==> src/rtl/mem_stage_pkg.sv <==
// Shared types and helpers for the dual-lane memory-access stage.
// Memory-op and FSM encodings plus the per-lane write-back helpers.
package mem_stage_pkg;

  typedef enum logic [1:0] {
    MEM_NONE = 2'b00,
    MEM_LW   = 2'b01,
    MEM_SW   = 2'b10
  } mem_op_e;

  typedef enum logic {
    S_RUN    = 1'b0,
    S_SECOND = 1'b1
  } state_e;

  typedef struct packed {
    logic [31:0] alu;
    logic [31:0] st;
    logic [1:0]  op;
    logic [4:0]  rd;
    logic        rw;
  } lane_t;

  typedef struct packed {
    logic [31:0] data;
    logic [4:0]  rd;
    logic        we;
  } wb_t;

  // Encoding 2'b11 is deliberately treated as "no memory op".
  function automatic logic is_mem(input logic [1:0] op);
    return (op == MEM_LW) || (op == MEM_SW);
  endfunction

  function automatic logic [31:0] wb_sel(input logic [1:0] op, input logic [31:0] rdata,
                                         input logic [31:0] alu);
    return (op == MEM_LW) ? rdata : alu;
  endfunction

  function automatic logic lane_we(input lane_t l, input logic mis);
    return l.rw && (l.op != MEM_SW) && !((l.op == MEM_LW) && mis);
  endfunction

endpackage

==> src/rtl/mem_stage_if.sv <==
// Single-ported data-memory bus between mem_stage (master) and the memory (slave).
interface mem_stage_if #(parameter int DM_ADDR_W = 10);
  logic [DM_ADDR_W-1:0] dm_addr;
  logic [31:0]          dm_wdata;
  logic                 dm_we;
  logic [31:0]          dm_rdata;

  modport master (output dm_addr, output dm_wdata, output dm_we, input dm_rdata);
  modport slave  (input dm_addr, input dm_wdata, input dm_we, output dm_rdata);
endinterface

==> src/rtl/mem_stage.sv <==
// Dual-lane memory stage: serialises two memory ops over one single-ported DM.
// Build with ALIGN_CHECK_EN defined to add misalignment detection outputs.
module mem_stage
  import mem_stage_pkg::*;
#(
  parameter int DM_ADDR_W = 10
) (
  input  logic        CLK,
  input  logic        RST,
  input  logic [31:0] ALU_out1,
  input  logic [31:0] ALU_out2,
  input  logic [31:0] st_data1,
  input  logic [31:0] st_data2,
  input  logic [1:0]  mem_op1,
  input  logic [1:0]  mem_op2,
  input  logic [4:0]  rd1,
  input  logic [4:0]  rd2,
  input  logic        regwrite1,
  input  logic        regwrite2,
  input  logic        clear_lane2,
  mem_stage_if.master dm,
  output logic        mem_stall,
  output logic [31:0] wb_data1,
  output logic [31:0] wb_data2,
  output logic [4:0]  wb_rd1,
  output logic [4:0]  wb_rd2,
  output logic        wb_we1,
  output logic        wb_we2
`ifdef ALIGN_CHECK_EN
  ,
  output logic        misalign1,
  output logic        misalign2
`endif
);

  lane_t       lane1_q, lane1_d, lane2_q, lane2_d, srv;
  state_e      state_q, state_d;
  logic [31:0] hold_q, hold_d;
  wb_t         wb1_q, wb1_d, wb2_q, wb2_d;
  logic        both_mem, serve2, mis1, mis2, srv_mis;

`ifdef ALIGN_CHECK_EN
  logic misalign1_q, misalign1_d, misalign2_q, misalign2_d;
  assign mis1 = is_mem(lane1_q.op) && (lane1_q.alu[1:0] != 2'b00);
  assign mis2 = is_mem(lane2_q.op) && (lane2_q.alu[1:0] != 2'b00);
  assign misalign1 = misalign1_q;
  assign misalign2 = misalign2_q;
`else
  assign mis1 = 1'b0;
  assign mis2 = 1'b0;
`endif

  assign both_mem  = is_mem(lane1_q.op) && is_mem(lane2_q.op);
  assign mem_stall = (state_q == S_RUN) && both_mem;

  // Lane 2 owns the port in the second slot, or whenever lane 1 has no memory op.
  assign serve2  = (state_q == S_SECOND) || !is_mem(lane1_q.op);
  assign srv     = serve2 ? lane2_q : lane1_q;
  assign srv_mis = serve2 ? mis2 : mis1;

  assign dm.dm_addr  = is_mem(srv.op) ? srv.alu[DM_ADDR_W+1:2] : '0;
  assign dm.dm_wdata = (srv.op == MEM_SW) ? srv.st : '0;
  assign dm.dm_we    = (srv.op == MEM_SW) && !srv_mis && !RST;

  always_comb begin
    // NOTE: every variable gets a default first so no path leaves it unassigned (no latch).
    lane1_d = lane1_q;
    lane2_d = lane2_q;
    state_d = state_q;
    hold_d  = hold_q;
    wb1_d   = wb1_q;
    wb2_d   = wb2_q;
`ifdef ALIGN_CHECK_EN
    misalign1_d = misalign1_q;
    misalign2_d = misalign2_q;
`endif

    if (!mem_stall) begin
      lane1_d = '{alu: ALU_out1, st: st_data1, op: mem_op1, rd: rd1, rw: regwrite1};
      lane2_d = '{alu: ALU_out2, st: st_data2, op: mem_op2, rd: rd2, rw: regwrite2};
      if (clear_lane2) begin
        lane2_d.op = MEM_NONE;
        lane2_d.rw = 1'b0;
      end
    end

    case (state_q)
      S_RUN: begin
        if (both_mem) begin
          hold_d  = dm.dm_rdata;
          state_d = S_SECOND;
        end else begin
          wb1_d = '{data: wb_sel(lane1_q.op, dm.dm_rdata, lane1_q.alu), rd: lane1_q.rd,
                    we: lane_we(lane1_q, mis1)};
          wb2_d = '{data: wb_sel(lane2_q.op, dm.dm_rdata, lane2_q.alu), rd: lane2_q.rd,
                    we: lane_we(lane2_q, mis2)};
`ifdef ALIGN_CHECK_EN
          misalign1_d = mis1;
          misalign2_d = mis2;
`endif
        end
      end
      S_SECOND: begin
        wb1_d = '{data: wb_sel(lane1_q.op, hold_q, lane1_q.alu), rd: lane1_q.rd,
                  we: lane_we(lane1_q, mis1)};
        wb2_d = '{data: wb_sel(lane2_q.op, dm.dm_rdata, lane2_q.alu), rd: lane2_q.rd,
                  we: lane_we(lane2_q, mis2)};
`ifdef ALIGN_CHECK_EN
        misalign1_d = mis1;
        misalign2_d = mis2;
`endif
        state_d = S_RUN;
      end
      default: state_d = S_RUN;
    endcase
  end

  // NOTE: sequential state uses non-blocking assignments so all flops update together.
  always_ff @(posedge CLK) begin
    if (RST) begin
      lane1_q <= '0;
      lane2_q <= '0;
      state_q <= S_RUN;
      hold_q  <= '0;
      wb1_q   <= '0;
      wb2_q   <= '0;
`ifdef ALIGN_CHECK_EN
      misalign1_q <= 1'b0;
      misalign2_q <= 1'b0;
`endif
    end else begin
      lane1_q <= lane1_d;
      lane2_q <= lane2_d;
      state_q <= state_d;
      hold_q  <= hold_d;
      wb1_q   <= wb1_d;
      wb2_q   <= wb2_d;
`ifdef ALIGN_CHECK_EN
      misalign1_q <= misalign1_d;
      misalign2_q <= misalign2_d;
`endif
    end
  end

  assign wb_data1 = wb1_q.data;
  assign wb_data2 = wb2_q.data;
  assign wb_rd1   = wb1_q.rd;
  assign wb_rd2   = wb2_q.rd;
  assign wb_we1   = wb1_q.we;
  assign wb_we2   = wb2_q.we;

endmodule

==> src/flat_wrapper.sv <==
// flat-port wrapper written by rule: the top's interface ports become plain ports
module mem_stage_flat import mem_stage_pkg::*;
#(
  parameter int DM_ADDR_W = 10
)
  (CLK, RST, ALU_out1, ALU_out2, st_data1, st_data2, mem_op1, mem_op2, rd1, rd2, regwrite1, regwrite2, clear_lane2, mem_stall, wb_data1, wb_data2, wb_rd1, wb_rd2, wb_we1, wb_we2, dm_dm_addr, dm_dm_wdata, dm_dm_we, dm_dm_rdata);
  mem_stage_if #(.DM_ADDR_W(DM_ADDR_W)) dm_i ();
  input  logic CLK;
  input  logic RST;
  input  logic [31:0] ALU_out1;
  input  logic [31:0] ALU_out2;
  input  logic [31:0] st_data1;
  input  logic [31:0] st_data2;
  input  logic [1:0] mem_op1;
  input  logic [1:0] mem_op2;
  input  logic [4:0] rd1;
  input  logic [4:0] rd2;
  input  logic regwrite1;
  input  logic regwrite2;
  input  logic clear_lane2;
  output logic mem_stall;
  output logic [31:0] wb_data1;
  output logic [31:0] wb_data2;
  output logic [4:0] wb_rd1;
  output logic [4:0] wb_rd2;
  output logic wb_we1;
  output logic wb_we2;
  output wire logic [$bits(dm_i.dm_addr)-1:0] dm_dm_addr;
  output wire logic [$bits(dm_i.dm_wdata)-1:0] dm_dm_wdata;
  output wire logic [$bits(dm_i.dm_we)-1:0] dm_dm_we;
  input wire logic [$bits(dm_i.dm_rdata)-1:0] dm_dm_rdata;
  assign dm_dm_addr = dm_i.dm_addr;
  assign dm_dm_wdata = dm_i.dm_wdata;
  assign dm_dm_we = dm_i.dm_we;
  assign dm_i.dm_rdata = dm_dm_rdata;
  mem_stage #(.DM_ADDR_W(DM_ADDR_W)) u_core (.CLK(CLK), .RST(RST), .ALU_out1(ALU_out1), .ALU_out2(ALU_out2), .st_data1(st_data1), .st_data2(st_data2), .mem_op1(mem_op1), .mem_op2(mem_op2), .rd1(rd1), .rd2(rd2), .regwrite1(regwrite1), .regwrite2(regwrite2), .clear_lane2(clear_lane2), .dm(dm_i), .mem_stall(mem_stall), .wb_data1(wb_data1), .wb_data2(wb_data2), .wb_rd1(wb_rd1), .wb_rd2(wb_rd2), .wb_we1(wb_we1), .wb_we2(wb_we2));
endmodule
==> config.mk <==
export PLATFORM = sky130hd
export DESIGN_NAME = mem_stage_flat
export DESIGN_NICKNAME = d
export VERILOG_FILES = /design/src/rtl/mem_stage_pkg.sv /design/src/rtl/mem_stage_if.sv /design/src/rtl/mem_stage.sv /design/src/flat_wrapper.sv
export SDC_FILE = /design/constraint.sdc
export NUM_CORES = 1
export LEC_CHECK = 0
export CAP_MARGIN = 15
export CORE_AREA = 3 3 242 184
export CTS_BUF_LIST = sky130_fd_sc_hd__clkbuf_2
export DETAILED_ROUTE_END_ITERATION = 16
export DIE_AREA = 0 0 245 187
export GPL_ROUTABILITY_DRIVEN = 1
export PLACE_DENSITY = 0.55
export SYNTH_ARGS = -nofsm -noshare
export SYNTH_HDL_FRONTEND = slang
export SYNTH_SLANG_ARGS = --single-unit
==> constraint.sdc <==
create_clock -name CLK -period 3.3 [get_ports CLK]
set_input_delay 0.495 -clock CLK [delete_from_list [all_inputs] [get_ports CLK]]
set_output_delay 0.495 -clock CLK [all_outputs]
set_load 0.02 [all_outputs]
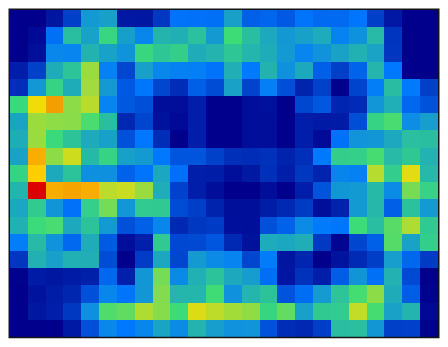
Run 1: routed metal per tile
The die is cut into 24 by 19 equal tiles; dark blue is low, red is high, scaled to the fullest tile. Values are wire area over tile area, all layers added.
nearly empty tiles: 8.6%
mean over tiles: 0.13
fullest tile: 0.47
densest ninth of the die: west
emptiest ninth of the die: centre
tiles over half the peak: 11%

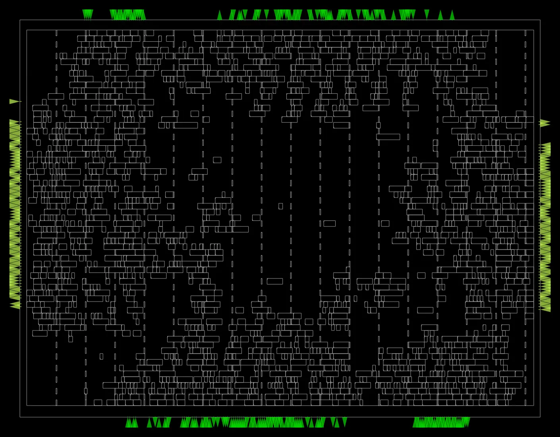
Run 1: placed standard cells
non-filler instance count after layout: 2,228
sequential cell area share: 33.75%
TAP cells: 569

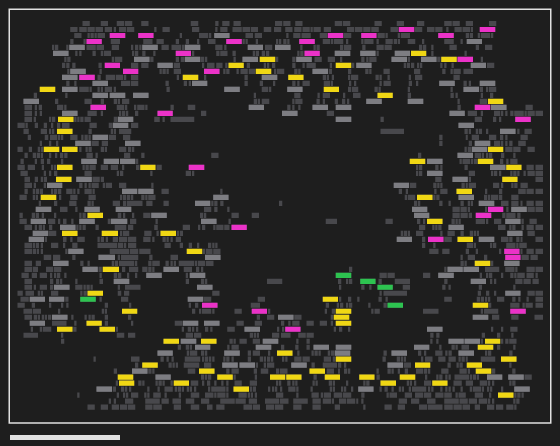
Run 1: sequential cells coloured by netlist name
Scale bar: 50 um. Other sequential cells in the stronger grey, the rest of the logic in the fainter grey.
legend:
  green:
    netlist_name: u_core.wb_rd1
    sequential_cells: 5
  magenta:
    netlist_name: u_core.wb_data2
    sequential_cells: 32
    where: spread over the die
  yellow:
    netlist_name: u_core.lane1_q
    sequential_cells: 72
    where: spread over the die
not coloured: 144
area used by sequential logic in the layout: 5070 um2
sequential cell power: 3.41 mW
post-route core utilization: 35.59%

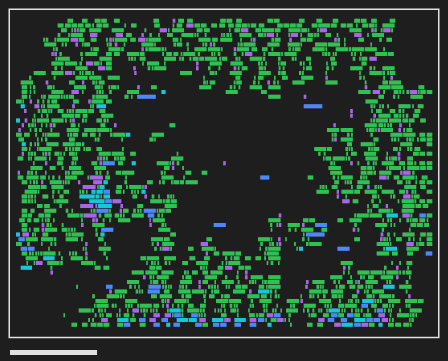
Run 1: drive-strength map
Scale bar: 50 um.
legend:
  blue:
    size: drive 6 and up
    cells: 45
    share: 2.7%
    most_used: buf_6
  green:
    size: drive 1 or less
    cells: 1,412
    share: 85%
    most_used: nand2_1
  cyan:
    size: drive 3 to 4
    cells: 39
    share: 2.4%
    most_used: buf_4
  purple:
    size: drive 2
    cells: 162
    share: 9.8%
    most_used: clkbuf_2

==> flow_summary_export.csv, run 1 <==
group,metric,value,unit
synthesis,syn-cell-area,10550,um2
global_routing,overflow,0,
critical_path,worstPathBufferInverterCount,4,
sta,clock.fmax,313.0,MHz
sta,fin_hold_ws,0.1768,ns
clock_network,cts_made_buffers,68,
critical_path,worstReg2RegStart,"u_core.lane2_q[6]",
job,maxCapViolCount,0,
power_and_ir_drop,switching_share,30.72,%
clock_network,clk_root_buffer_cell,"sky130_fd_sc_hd__clkbuf_2",
critical_path,r2r-end,"u_core.lane2_q[12]",
place,placedInstanceArea,13910,um2
place,placement.io_buffers,298,
route,wl_met3,2.515,mm
power_and_ir_drop,power_frac_clock,32.3,%
route,drt-met1-wl,16.27,mm
clock_network,maximum_buffer_depth_of_the_clock_tree,3,
power_and_ir_drop,leakage,5.721,nW
synthesis,synth_simple_gate_area_share,20.29,%
finish,post-route-cell-area,15020,um2
critical_path,critical_path_depth,9,
sta,report.final.slew_viol_count,0,
clock_network,htree_num_levels,3,
synthesis,synth.yosys.chip_area,10550,um2
route,route.vias.total,10050,
critical_path,critPathArrivalTime,2.70,ns
power_and_ir_drop,cellInternalPower,4.993,mW
global_routing,globalRouteMet1Util,19.66,%
global_routing,use_met3,5.245,%
job,tool_warnings,38,
sta,finalClockPeriodUsage,96.81,%
clock_network,cts.sinks,253,
route,wl_per_cell,15.91,um
synthesis,synth_flops,253,
global_routing,first_pass_grt_wire_length,55.41,mm
sta,fin_skew,0.06190,ns
die,fp-utilization,25.00,%
synthesis,yosysCellCount,1328,
finish,drive_gt1_share,14.84,%
synthesis,fa_ha_area_share,0.5929,%
route,drt_total_wl,35.44,mm
min_path,hold_start,"ALU_out2[4]",
place,place_worst_setup_slack,0.2063,ns
finish,syn2layout_area_growth,42.37,%
critical_path,timing.critical_path.cells,"inv_2 > ha_4 > or2_4 > mux2i_4 > ha_4 > buf_4 > buf_12 > a21boi_2 > buf_6",
synthesis,ys_warn_count,0,
clock_network,clock.latency.late_pin,0.86,ns
min_path,timing.hold.worst_endpoint,"u_core.lane2_q[44]",
min_path,min_path_cells,3,
finish,final_nets,1802,
finish,logic_area,5224,um2
die,floorplan.die.height,187,um
synthesis,postSynthAreaPerCell,7.945,um2
power_and_ir_drop,power.combinational.total,1.47,mW
synthesis,count_of_unique_library_cells_instantiated_by_yosys,22,
critical_path,cpPeakStageDelay,0.35,ns
synthesis,synth_xor_xnor_area_share,0,%
status,status,"finished clean",
critical_path,setup.reg_to_reg.worst_slack,0.68,ns
critical_path,setup.worst_path.end,"dm_dm_wdata[10]",
route,final_antenna_net_count,0,
power_and_ir_drop,power.sequential.fraction,47.3,%
critical_path,critical_path_required,2.80,ns
route,first_pass_iters,4,
sta,setup_ws,0.1054,ns
power_and_ir_drop,p_comb_share,20.4,%
critical_path,critPathCaptureType,"output pin",
die,die_w,245,um
==> run 1: synthesized netlist by cell type <==
cell	number	area (um2)
sky130_fd_sc_hd__nand3b_1	5	37.54
sky130_fd_sc_hd__inv_1	4	15.01
sky130_fd_sc_hd__ha_1	5	62.56
sky130_fd_sc_hd__nand2_1	488	1832
sky130_fd_sc_hd__nor2b_1	1	6.260
sky130_fd_sc_hd__a21boi_0	32	240.2
sky130_fd_sc_hd__mux2i_1	65	650.6
sky130_fd_sc_hd__buf_4	15	112.6
sky130_fd_sc_hd__o21ai_0	1	5.000
sky130_fd_sc_hd__clkbuf_1	52	195.2
sky130_fd_sc_hd__a211oi_1	3	22.52
sky130_fd_sc_hd__a211oi_2	29	362.9
sky130_fd_sc_hd__buf_2	33	165.2
sky130_fd_sc_hd__buf_6	5	56.30
sky130_fd_sc_hd__dfxtp_1	253	5065
sky130_fd_sc_hd__inv_2	1	3.750
sky130_fd_sc_hd__nor2_1	66	247.7
sky130_fd_sc_hd__or3_4	1	11.26
sky130_fd_sc_hd__or2_2	1	6.260
sky130_fd_sc_hd__buf_1	6	22.52
sky130_fd_sc_hd__a21oi_1	230	1151
sky130_fd_sc_hd__a211o_1	32	280.3
==> run 1: through the flow <==
step           cells  total power [mW]  TNS, ns  util (%)
2_1_floorplan   1328             4.209        0         -
5_1_grt         2228             7.673   -3.258     35.59
6_report        2228             7.207        0     35.59
3_3_place_gp    2099             4.840        0     32.95
3_5_place_dp    2099             4.859        0     32.95
4_1_cts         2228             7.340   -2.918     34.87
==> run 1: area by class of cell <==
cell class,count,share of cell area (%)
Clock buffer,100,3.332
Clock inverter,10,0.7746
Antenna cell,1,0.01666
Sequential cell,253,33.75
Tap cell,569,4.739
Inverter,5,0.1749
Timing Repair Buffer,331,22.44
Multi-Input combinational cell,959,34.77
==> run 2, diff against run 1 <==
CORE_AREA = 3 3 181 139   (was 3 3 242 184)
DIE_AREA = 0 0 184 142   (was 0 0 245 187)
PLACE_DENSITY = 0.83   (was 0.55)
==> run 2 against run 1 <==
Against the previous run: sequential power about the same; non-clock buffer count decreased by 11; flip-flop count stayed put; synthesized cell count unchanged; first-iteration DRC count grew 71%; cell area down 5.0%; synthesized area is the same; worst hold slack got worse by 0.037 ns; clock power down 16%; combinational power hardly changed; utilization grew 25 points; global-route usage grew 8.4 points; largest power group unchanged; highest routed layer unchanged.
==> flow_summary_export.csv, run 2 <==
group,metric,value,unit
sta,report.final.slew_viol_count,0,
sta,finalSetupTns,0,ns
critical_path,critPathCaptureType,"output pin",
power_and_ir_drop,vdd_drop_max,0.2400,mV
die,floorplan.die.height,142,um
critical_path,cp-start-kind,"flop",
finish,drive_gt1_share,13.52,%
sta,worstMarginPinSlew,0.9615,ns
synthesis,synth_async_sr_flop_share,0,%
place,post_dp_hpwl,20.28,mm
place,place_worst_setup_slack,0.1174,ns
synthesis,synth_simple_gate_area_share,20.29,%
power_and_ir_drop,cellInternalPower,4.698,mW
job,tool_warnings,32,
synthesis,synthDominantCellAreaShare,48.00,%
synthesis,synth.logic.top_family,"simple AND/OR/NAND/NOR gates",
sta,post-route-min-period,3.221,ns
synthesis,synth_flops,253,
route,route.detailed.vias_per_inst,5.208,
synthesis,netlist_top_cells_area,"sky130_fd_sc_hd__dfxtp_1, sky130_fd_sc_hd__nand2_1, sky130_fd_sc_hd__a21oi_1",
global_routing,grt_antenna_before_repair,2,
status,status,"finished clean",
route,drt_first_iter_violations,753,
power_and_ir_drop,switching_share,30.90,%
power_and_ir_drop,power.net_switching,2.101,mW
critical_path,critPathArrivalTime,2.73,ns
sta,finalClockPeriodUsage,97.61,%
global_routing,overflow,0,
finish,final_core_util,60.29,%
critical_path,timing.critical_path.cells,"inv_2 > ha_4 > or2_4 > mux2i_4 > ha_4 > buf_12 > buf_16 > a21boi_4 > buf_6",
power_and_ir_drop,power.total,6.799,mW
synthesis,dominantRegCellSynth,"sky130_fd_sc_hd__dfxtp_1",
global_routing,first_global_vias,9864,
synthesis,yosys.cell_count.top_type,"sky130_fd_sc_hd__nand2_1",
synthesis,postSynthAreaPerCell,7.945,um2
global_routing,first_pass_grt_wire_length,50.28,mm
place,placedInstanceArea,13540,um2
finish,fill_cells,2077,
power_and_ir_drop,leakage,5.550,nW
synthesis,mux_share,6.166,%
finish,top_regs,"u_core.lane1_q (72), u_core.lane2_q (72)",
synthesis,ys_warn_count,0,
job,maxCapViolCount,0,
clock_network,htree_num_levels,2,
finish,final_layout_top_logic_cell,"sky130_fd_sc_hd__nand2_1",
global_routing,largest_net_degree_at_the_start_of_global_routing,166,
synthesis,count_of_unique_library_cells_instantiated_by_yosys,22,
finish,finalNonFillerCells,1943,
sta,slew-limit-headroom,35.90,%
place,dp.cells,1837,
finish,final_nets,1785,
synthesis,synth_xor_xnor_area_share,0,%
synthesis,largest_area_cell,"sky130_fd_sc_hd__dfxtp_1",
finish,syn2layout_area_growth,35.23,%
sta,setup_ws,0.07901,ns
route,final_antenna_net_count,0,
synthesis,yosysCellCount,1328,
synthesis,fa_ha_area_share,0.5929,%
critical_path,critical_path_required,2.80,ns
critical_path,crit_path_max_fanout,8,
critical_path,cpPeakStageDelay,0.36,ns
clock_network,maximum_buffer_depth_of_the_clock_tree,3,
sta,finalHoldViolCount,0,
place,placement.io_buffers,298,
critical_path,critPathKind,"flop to output pin",
clock_network,cts_made_buffers,60,
clock_network,clock.latency.late_pin,0.83,ns
place,gpl.final_weighted_congestion,0.8151,
synthesis,netlist_top_cells_count,"sky130_fd_sc_hd__nand2_1, sky130_fd_sc_hd__dfxtp_1, sky130_fd_sc_hd__a21oi_1",
route,first_pass_iters,5,
power_and_ir_drop,power.sequential.fraction,50.1,%
power_and_ir_drop,power_frac_clock,28.8,%
critical_path,worstPathBufferInverterCount,4,
sta,clock.fmax,310.5,MHz
synthesis,synth.yosys.chip_area,10550,um2
die,die_w,184,um
synthesis,synth_compound_gate_area_share,19.54,%
critical_path,cpLargestDelayFamily,"adder cells",
sta,fin_hold_ws,0.1403,ns
synthesis,instance_count_of_the_mapped_netlist,1328,
die,floorplan.io_pins,299,
clock_network,cts.sinks,253,
critical_path,timing.critical_path.slowest_stage_cell,"sky130_fd_sc_hd__dfxtp_2",
route,drc,0,
clock_network,tritoncts_clock_tree,"done",
critical_path,crit_top_cell,"sky130_fd_sc_hd__ha_4",
clock_network,clk_root_buffer_cell,"sky130_fd_sc_hd__clkbuf_2",
power_and_ir_drop,p_comb_share,21.1,%
synthesis,enable_flop_cells,0,
die,dieArea,26130,um2
clock_network,clkSlewWorstSetupHoldPaths,0.12,ns
min_path,min-delay-path-class,"input pin to flop",
synthesis,synth_sequential_area_ratio,48.00,%
die,rows,49,
sta,fin_skew,0.07432,ns
die,floorplan.core_area,23670,um2
die,fp-utilization,44.59,%
synthesis,syn-cell-area,10550,um2
sta,rsz0062_at_grt,"true",
clock_network,cts_hold_fix_bufs,0,
sta,report.final.setup_viol,0,
finish,post-route-cell-area,14270,um2
finish,mostFrequentLayoutCells,"sky130_fd_sc_hd__nand2_1, sky130_fd_sc_hd__clkdlybuf4s50_1, sky130_fd_sc_hd__dfxtp_1",
power_and_ir_drop,power_density,476.5,nW/um2
synthesis,synth.net_count,1512,
==> run 2: cell counts after synthesis <==
No cell type changed its count.
==> run 2: final cells by class <==
cell class	count	area, um2	area share [%]
diodes	2	5.005	0.03508
clock buffers	85	425.4	2.981
clock inverters	11	68.82	0.4823
inverters	5	26.28	0.1841
multi-input cells	961	5145	36.06
flip-flops and latches	253	5069	35.52
well taps	306	382.9	2.683
repair buffers	320	3147	22.05
==> run 2: power groups by stage <==
stage / clock, mW / combinational (mW) / sequential, mW
after floorplan: 0 / 0.671 / 3.54
after global placement: 0 / 1.33 / 3.46
after detailed placement: 0 / 1.35 / 3.47
after CTS: 2.02 / 1.41 / 3.40
after global routing: 2.19 / 1.55 / 3.43
final: 1.96 / 1.44 / 3.40
==> run 2: repair_timing <==
action / CTS / global route
pin swaps: 2 / 1
setup buffers: 2 / 2
setup endpoints to repair: 44 / 43
gates cloned: 3 / 1
gates resized: 248 / 70
==> run 2: final timing paths <==
path	from	end	slack [ns]	cells after the start
setup / recovery	u_core.lane1_q[6]	dm_dm_wdata[5]	0.08	9
hold reg to reg	u_core.lane1_q[4]	u_core.wb_rd1[3]	0.45	2
setup reg to reg	u_core.lane2_q[6]	u_core.wb_data2[27]	0.31	7
hold / removal	RST	u_core.lane2_q[42]	0.14	2
==> run 2: cells by family (layout without fill, tap and decap cells) <==
logic type / Yosys count / after routing
mux: 65 / 65
fa+ha+maj: 5 / 5
compound gates: 327 / 327
simple gates: 562 / 564
other cells: 0 / 2
buf+inv: 116 / 421
flops: 253 / 253
==> run 2: per-layer routing <==
| metal | wire (um) | track usage [%] |
|---|---|---|
| met5 | 13 | 0 |
| met2 | 14880 | 38.01 |
| met3 | 2948 | 7.128 |
| met1 | 13810 | 30.81 |
| met4 | 458 | 6.402 |
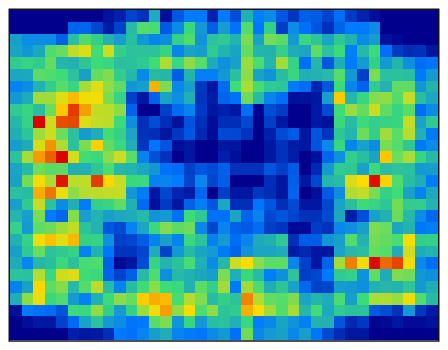
Run 2: routed metal per tile
The die is cut into 37 by 28 equal tiles; dark blue is low, red is high, scaled to the fullest tile. Values are wire area over tile area, all layers added.
fullest tile: 0.58
nearly empty tiles: 6.4%
tiles over half the peak: 23%
emptiest ninth of the die: centre
drt total wl: 32.11 mm
post-DR wirelength/cell: 16.52 um
via count: 10,120
total global routing track utilization: 23.50%

==> run 3, diff against run 2 <==
clock period = 3.5 ns   (was 3.3 ns; I/O delays follow)
==> run 3 against run 2 <==
Against the previous run: synthesized cell count did not move; setup slack gained 0.032 ns; count of clock-buffer cells in the layout is 7 lower; clock skew decreased by 0.036 ns; final cell count decreased by 0.41%; die size stayed put; critical path type unchanged; critical endpoint is now dm_dm_wdata[13]; largest cell class is now sequential cells; highest routed layer unchanged.
==> flow_summary_export.csv, run 3 <==
group,metric,value,unit
global_routing,grtUsageTotal,22.39,%
route,route.detailed.vias_per_inst,5.171,
critical_path,cpPeakStageDelay,0.39,ns
route,route.vias.total,10010,
synthesis,ys_warn_count,0,
route,drc,0,
critical_path,critPathArrivalTime,2.86,ns
synthesis,count_of_unique_library_cells_instantiated_by_yosys,22,
clock_network,maximum_buffer_depth_of_the_clock_tree,3,
synthesis,synth.yosys.chip_area,10550,um2
global_routing,overflow,0,
sta,report.final.setup_viol,0,
global_routing,first_global_vias,9441,
clock_network,cts_hold_fix_bufs,0,
finish,post-route-cell-area,14080,um2
critical_path,critical_path_depth,8,
die,floorplan.die.height,142,um
critical_path,crit_path_max_fanout,5,
status,status,"finished clean",
sta,clock.fmax,295.1,MHz
place,placement.io_buffers,298,
sta,finalSetupTns,0,ns
critical_path,critical_path_required,2.97,ns
critical_path,cpLargestDelayFamily,"adder cells",
route,drt_first_iter_violations,593,
synthesis,netlist_top_cells_count,"sky130_fd_sc_hd__nand2_1, sky130_fd_sc_hd__dfxtp_1, sky130_fd_sc_hd__a21oi_1",
synthesis,largest_area_cell,"sky130_fd_sc_hd__dfxtp_1",
synthesis,instance_count_of_the_mapped_netlist,1328,
sta,finalHoldViolCount,0,
finish,drive_gt1_share,11.74,%
job,tool_warnings,35,
place,dp.cells,1832,
finish,finalNonFillerCells,1935,
route,drt_total_wl,31.71,mm
sta,fin_skew,0.03879,ns
finish,syn2layout_area_growth,33.44,%
global_routing,grtUsageMet2,34.47,%
power_and_ir_drop,power.total,6.257,mW
route,final_antenna_net_count,0,
finish,final_layout_top_logic_cell,"sky130_fd_sc_hd__nand2_1",
place,gpl.final_weighted_congestion,0.8156,
die,dieArea,26130,um2
synthesis,dominantRegCellSynth,"sky130_fd_sc_hd__dfxtp_1",
power_and_ir_drop,vdd_drop_max,0.2549,mV
synthesis,enable_flop_cells,0,
route,wl_per_cell,16.39,um
finish,mostFrequentLayoutCells,"sky130_fd_sc_hd__nand2_1, sky130_fd_sc_hd__clkdlybuf4s50_1, sky130_fd_sc_hd__dfxtp_1",
power_and_ir_drop,leakage,5.500,nW
critical_path,setup.worst_path.end,"dm_dm_wdata[13]",
synthesis,yosys.cell_count.top_type,"sky130_fd_sc_hd__nand2_1",
die,floorplan.io_pins,299,
critical_path,setup.reg_to_reg.worst_slack,0.90,ns
clock_network,clk_root_buffer_cell,"sky130_fd_sc_hd__clkbuf_2",
global_routing,use_met3,7.435,%
place,place_worst_setup_slack,0.2192,ns
synthesis,synth_sequential_area_ratio,48.00,%
sta,worstMarginPinSlew,1.153,ns
critical_path,cp-start-kind,"flop",
die,rows,49,
critical_path,critPathKind,"flop to output pin",
global_routing,globalRoute.busiestLayer,"met2",
route,first_pass_iters,5,
critical_path,r2r-end,"u_core.wb_data1[3]",
global_routing,globalRouteMet1Util,29.80,%
power_and_ir_drop,power_density,444.4,nW/um2
die,die_w,184,um
clock_network,cts.sinks,253,
sta,setup_ws,0.1108,ns
clock_network,htree_num_levels,2,
clock_network,clkSlewWorstSetupHoldPaths,0.11,ns
clock_network,cts_made_buffers,60,
place,post_dp_hpwl,19.65,mm
finish,top_regs,"u_core.lane1_q (72), u_core.lane2_q (72)",
synthesis,netlist_top_cells_area,"sky130_fd_sc_hd__dfxtp_1, sky130_fd_sc_hd__nand2_1, sky130_fd_sc_hd__a21oi_1",
sta,slew-limit-headroom,23.15,%
critical_path,timing.critical_path.cells,"inv_2 > ha_4 > or2_4 > mux2i_2 > ha_4 > clkbuf_16 > a21boi_1 > buf_4",
## run 3: cell counts after synthesis
No cell type changed its count.
## run 3: where the power goes
group / leakage, nW / internal (mW) / switching [mW]
clock: 0.362 / 0.601 / 1.13
sequential: 2.09 / 3.09 / 0.124
combinational: 3.04 / 0.615 / 0.699
total: 5.50 / 4.31 / 1.95
## run 3: metal layers
layer	wire [um]	part of all wire (%)	vias up
li1	-	-	4938
met1	13900	44	4631
met2	14050	44	360
met3	2846	9.0	74
met4	903	2.8	2
met5	13	0.041	-
## run 3: what timing repair did
item                                    CTS  global route
setup buffers                             0             1
gates resized                           191            75
pin swaps                                 0             1
endpoints found under the setup margin   43            43
cloned                                    1             3
## run 3: worst min path at each step
| stage | start | end | slack, ns | cells after the start |
|---|---|---|---|---|
| global route | RST | u_core.wb_data1[14] | 0.08 | 2 |
| global placement | u_core.wb_rd2[1] | u_core.wb_rd2[1] | 0.44 | 2 |
| finish | RST | u_core.wb_data1[15] | 0.16 | 2 |
| floorplan | u_core.lane2_q[40] | u_core.lane2_q[40] | 0.43 | 2 |
| detailed placement | u_core.lane2_q[58] | u_core.lane2_q[58] | 0.44 | 2 |
| CTS | RST | u_core.wb_data1[14] | 0.06 | 2 |
## run 3: layout make-up
cell class	instances	area (um2)	area share, %
clock buffer	78	390.4	2.773
multi-input combinational	959	5027	35.71
antenna	2	5.005	0.03555
sequential	253	5071	36.02
inverter	5	26.28	0.1866
tap	306	382.9	2.719
timing repair buffer	314	3107	22.07
clock inverter	18	70.07	0.4976
## run 3: kinds of logic after synthesis
family	after synthesis	share of synthesized area, %
flops	253	48.00
compound gates	327	19.54
buf+inv	116	5.407
fa+ha+maj	5	0.5929
mux	65	6.166
simple gates	562	20.29
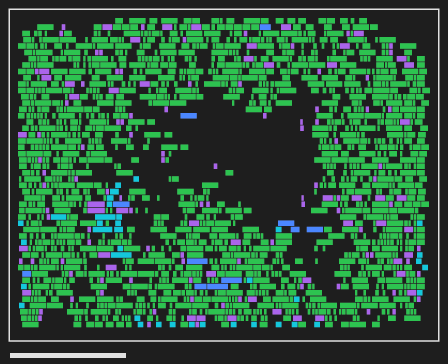
Run 3: drive-strength map
Scale bar: 50 um.
legend:
  green:
    size: drive 1 or less
    cells: 1,436
    share: 88%
    most_used: nand2_1
  blue:
    size: drive 6 and up
    cells: 11
    share: 0.68%
    most_used: buf_12
  purple:
    size: drive 2
    cells: 143
    share: 8.8%
    most_used: clkbuf_2
  cyan:
    size: drive 3 to 4
    cells: 37
    share: 2.3%
    most_used: buf_4


==> layout pictures side by side <==
Routed clock nets over the placement.
picture 1
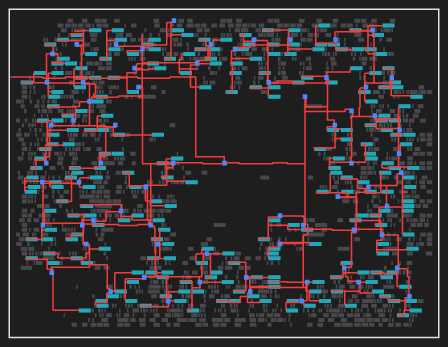
picture 2
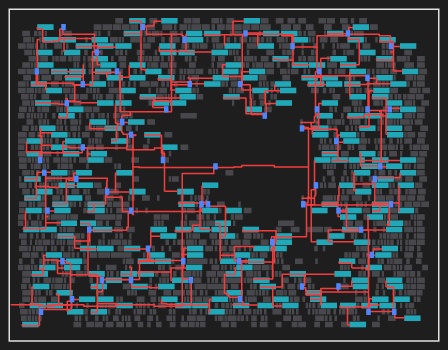
picture 1: run 1
picture 2: run 3

No activity file was given, so power comes from the tool's default toggle rates.
